Design s2_receiver, sky130hd; sources not shown.
Figure 1. Cell classes on the final placement (run 1).
Fill, decap, tap and diode cells in grey.
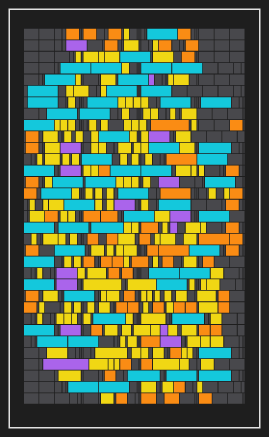
legend:
  cyan:
    class: registers
    cells: 57
  yellow:
    class: remaining logic cells
    cells: 167
  orange:
    class: remaining buffers and delay cells
    cells: 65
  purple:
    class: clock drivers and dummy loads
    cells: 15
count of standard-cell rows: 33
Seq area share: 0.367
finished layout cell area: 3130 µm²
end-of-flow core utilization: 0.660
CORE AREA: 4750 µm²

Figure 2. Metal layers overlaid (run 1).
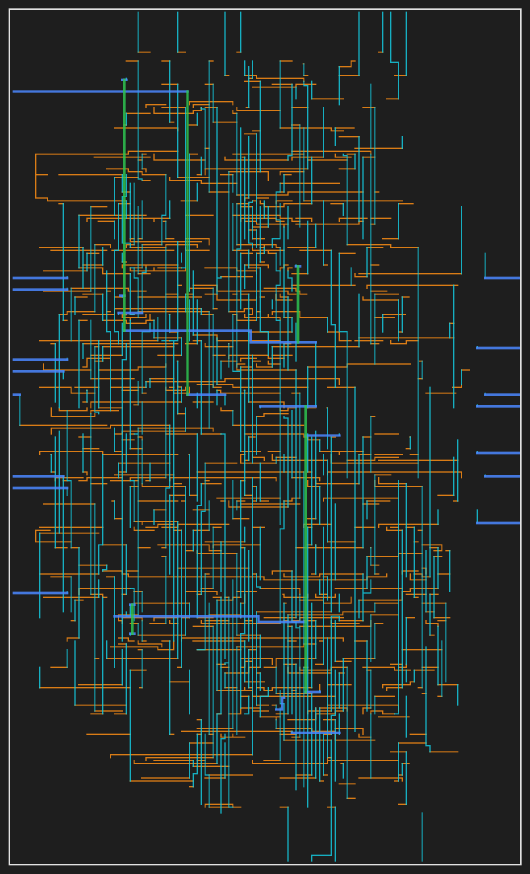
legend:
  cyan:
    layer: M2
    wire_length: 2900 µm
  orange:
    layer: M1
    wire_length: 2160 µm
  blue:
    layer: M3
    wire_length: 169 µm
  green:
    layer: M4
    wire_length: 110 µm
total number of vias: 1960
Global Route Usage Sum: 0.198
average wire per cell in the routed design: 15.0 µm
total wire length: 5350 µm

Figure 3. Cell outlines without signal wires (run 1).
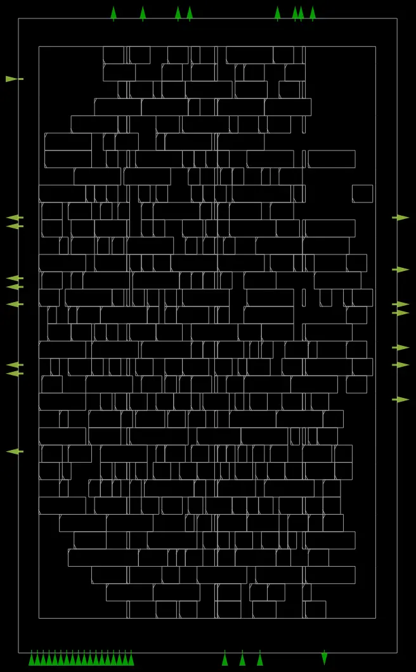
final instance count without filler cells: 356
# fillers: 416
tap cell count: 52

==> results.txt, run 1 <==
flow finished, numbers: combined flip-flop and latch cell area 1150 µm², combinational logic power between 0.15 and 0.2 mW, wire length of the first global-routing pass between 8000 and 9000 µm, r2r worst-path depth 5, HPWL reported at the end of detailed placement around 3800 µm, Clock buffer cells 12, setup slack after layout -0.0694 ns, number of instances in the synthesized netlist between 200 and 250, Biggest consumer registers, Logic cell area approximately 1100 µm², count of multi-input gates between 150 and 200, final routed DRC violation total 0, run status finished with violations, buffer-and-inverter tally for the worst setup path 1, final setup TNS -0.602 ns, busiest layer in global routing met2, slew of the pin with the lowest slew margin 0.301 ns, failing checks negative setup slack, CTS root buffer sky130_fd_sc_hd__clkbuf_8, number of failing setup endpoints in the final timing report 31, number of nets at floorplan roughly 270, areal power density over the cells 997 nW/µm², number of buffers added for setup after CTS 0, flop and latch count out of synthesis around 57, proportion of total power due to net switching 0.215, biggest area consumer among synthesized cells sky130_fd_sc_hd__dfxtp_1, number of design-rule violations left by the first detailed-router iteration 32, clock transition at the registers of the reported paths 0.06 ns, total die area ~5900 µm²
[run 1: cell families (layout without fill, tap and decap cells)]
group | after synthesis | count (layout) | synth area share
mux | 23 | 23 | 0.102
xor+xnor | 4 | 4 | 0.0155
flops | 57 | 57 | 0.506
buf+inv | 20 | 83 | 0.0383
simple gates | 71 | 71 | 0.163
fa+ha+maj | 3 | 3 | 0.0167
compound gates | 63 | 63 | 0.158
[run 1: cells in the final DEF (no fill, tap or decap), drive strengths merged, types with 2 or more instances in the layout]
cell,instances
clkinv,2
or3,2
dlygate4sd2,24
o21a,2
o21ai,25
inv,3
clkbuf,13
nand2,6
clkdlybuf4s50,2
xor2,2
and3b,2
dfxtp,57
buf,37
nand3,21
mux2i,23
o2111ai,2
ha,3
a21oi,26
xnor2,2
nor2,31
--- run 2 (diff from run 1) ---
SETUP_SLACK_MARGIN = 0.5   (was default)
Figure 4. Metal layers overlaid (run 2).
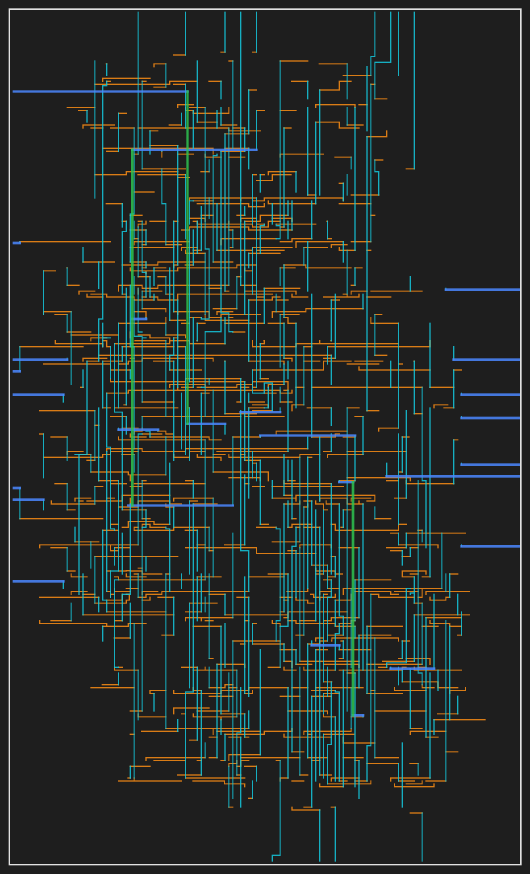
legend:
  green:
    layer: M4
    wire_length: 107 µm
  blue:
    layer: M3
    wire_length: 165 µm
  cyan:
    layer: M2
    wire_length: 2620 µm
  orange:
    layer: M1
    wire_length: 2010 µm
total number of vias: 1897
total wire length: 4900 µm
average wire per cell in the routed design: 14.0 µm
Global Route Usage Sum: 0.178

==> run 2 against run 1 <==
Total power down 1.8%. Flip-flop count unchanged. Critical path depth unchanged. Combinational power down 6%. Critical endpoint is now u_shift.r_cnt[0]. Highest routed layer unchanged. Clock power down 3%. The flow still finishes with violations (negative setup slack). Via count down 3.2%. Final cell count down 2.0%.
==> results.txt, run 2 <==
flow finished, numbers: final setup TNS -0.557 ns (+0.0456 ns), clock transition at the registers of the reported paths 0.06 ns (about the same), number of nets at floorplan 266 (unchanged), number of design-rule violations left by the first detailed-router iteration 71 (+120%), number of failing setup endpoints in the final timing report 27 (-13%), portion of the clock cycle consumed by the worst path in the final layout 1.03, combined flip-flop and latch cell area 1150 µm² (-0.43%), buffer-and-inverter tally for the worst setup path 1 (unchanged), areal power density over the cells 1000 nW/µm² (+0.61%), total die area 5930 µm² (unchanged), flop and latch count out of synthesis 57 (unchanged), CORE AREA 4750 µm² (unchanged), busiest layer in global routing met2, AO/OA Area Share 0.158 (unchanged), H-tree level count 3, Top non-seq family simple AND/OR/NAND/NOR gates, area fraction in and, or, nand and nor cells after synthesis 0.163 (unchanged), setup slack after layout -0.0494 ns (+0.0199 ns), count of standard-cell rows 33 (unchanged), post-synthesis mux area share 0.102 (unchanged), final routed DRC violation total 0 (unchanged), run status finished with violations, max-slew violation total from the final report 0, post-synthesis adder-cell area fraction 0.0167 (unchanged), top library cells by usage in the layout, fill and taps aside sky130_fd_sc_hd__dfxtp_1 (53), sky130_fd_sc_hd__nor2_1 (30), sky130_fd_sc_hd__a21oi_1 (25), sky130_fd_sc_hd__mux2i_1 (23), total of cells resized after clock tree synthesis about 80, HPWL reported at the end of detailed placement 3380 µm (-11%), failing checks negative setup slack, most frequently placed logic cell in the final layout sky130_fd_sc_hd__dfxtp_1, slew of the pin with the lowest slew margin 0.257 ns (-0.0442 ns), xor and xnor fraction of the mapped netlist area 0.0155 (unchanged), Logic cell area 1100 µm² (-0.34%), final instance count without filler cells 349 (-2.0%), proportion of register bits with asynchronous set or reset after synthesis 0, biggest area consumer among synthesized cells sky130_fd_sc_hd__dfxtp_1, synth warn 0, number of buffers added for setup after CTS 1 (+1), fraction of layout instances using a drive strength above 1 0.273, RSZ-0062 raised after global routing yes
Figure 5. Cell classes on the final placement (run 2).
Fill, decap, tap and diode cells in grey.
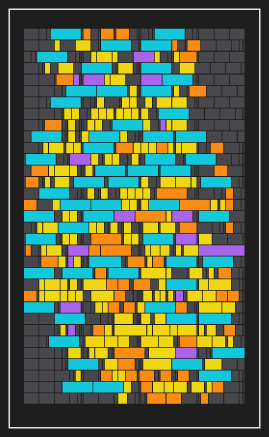
legend:
  cyan:
    class: registers
    cells: 57
  purple:
    class: clock drivers and dummy loads
    cells: 16
  yellow:
    class: remaining logic cells
    cells: 167
  orange:
    class: remaining buffers and delay cells
    cells: 57
Seq area share: 0.375
finished layout cell area: 3060 µm²
end-of-flow core utilization: 0.644

## run 2: cell counts after synthesis
No cell type changed its count.
## run 2: logic make-up after synthesis
| kind of cell | count (synthesis) |
|---|---|
| adders and majority gates | 3 |
| xor gates and xnor gates | 4 |
| DFF | 57 |
| muxes | 23 |
| AOI/OAI and AO/OA | 63 |
| buffers and inverters | 20 |
| and+or+nand+nor | 71 |
## run 2: power breakdown
group          leakage [nW]  switching (mW)  internal, mW
registers             0.462         0.00694          1.52
clock network        0.0974           0.560         0.808
logic                 0.743          0.0921        0.0773
## run 2: layout make-up
cell class	count	area share
inverters	3	0.00368
clock buffers	13	0.0487
well taps	52	0.0213
clock inverters	3	0.0131
repair buffers	57	0.180
multi-input cells	164	0.359
flip-flops and latches	57	0.375
Power figures rest on the tool's default switching activity, not on a simulated workload.
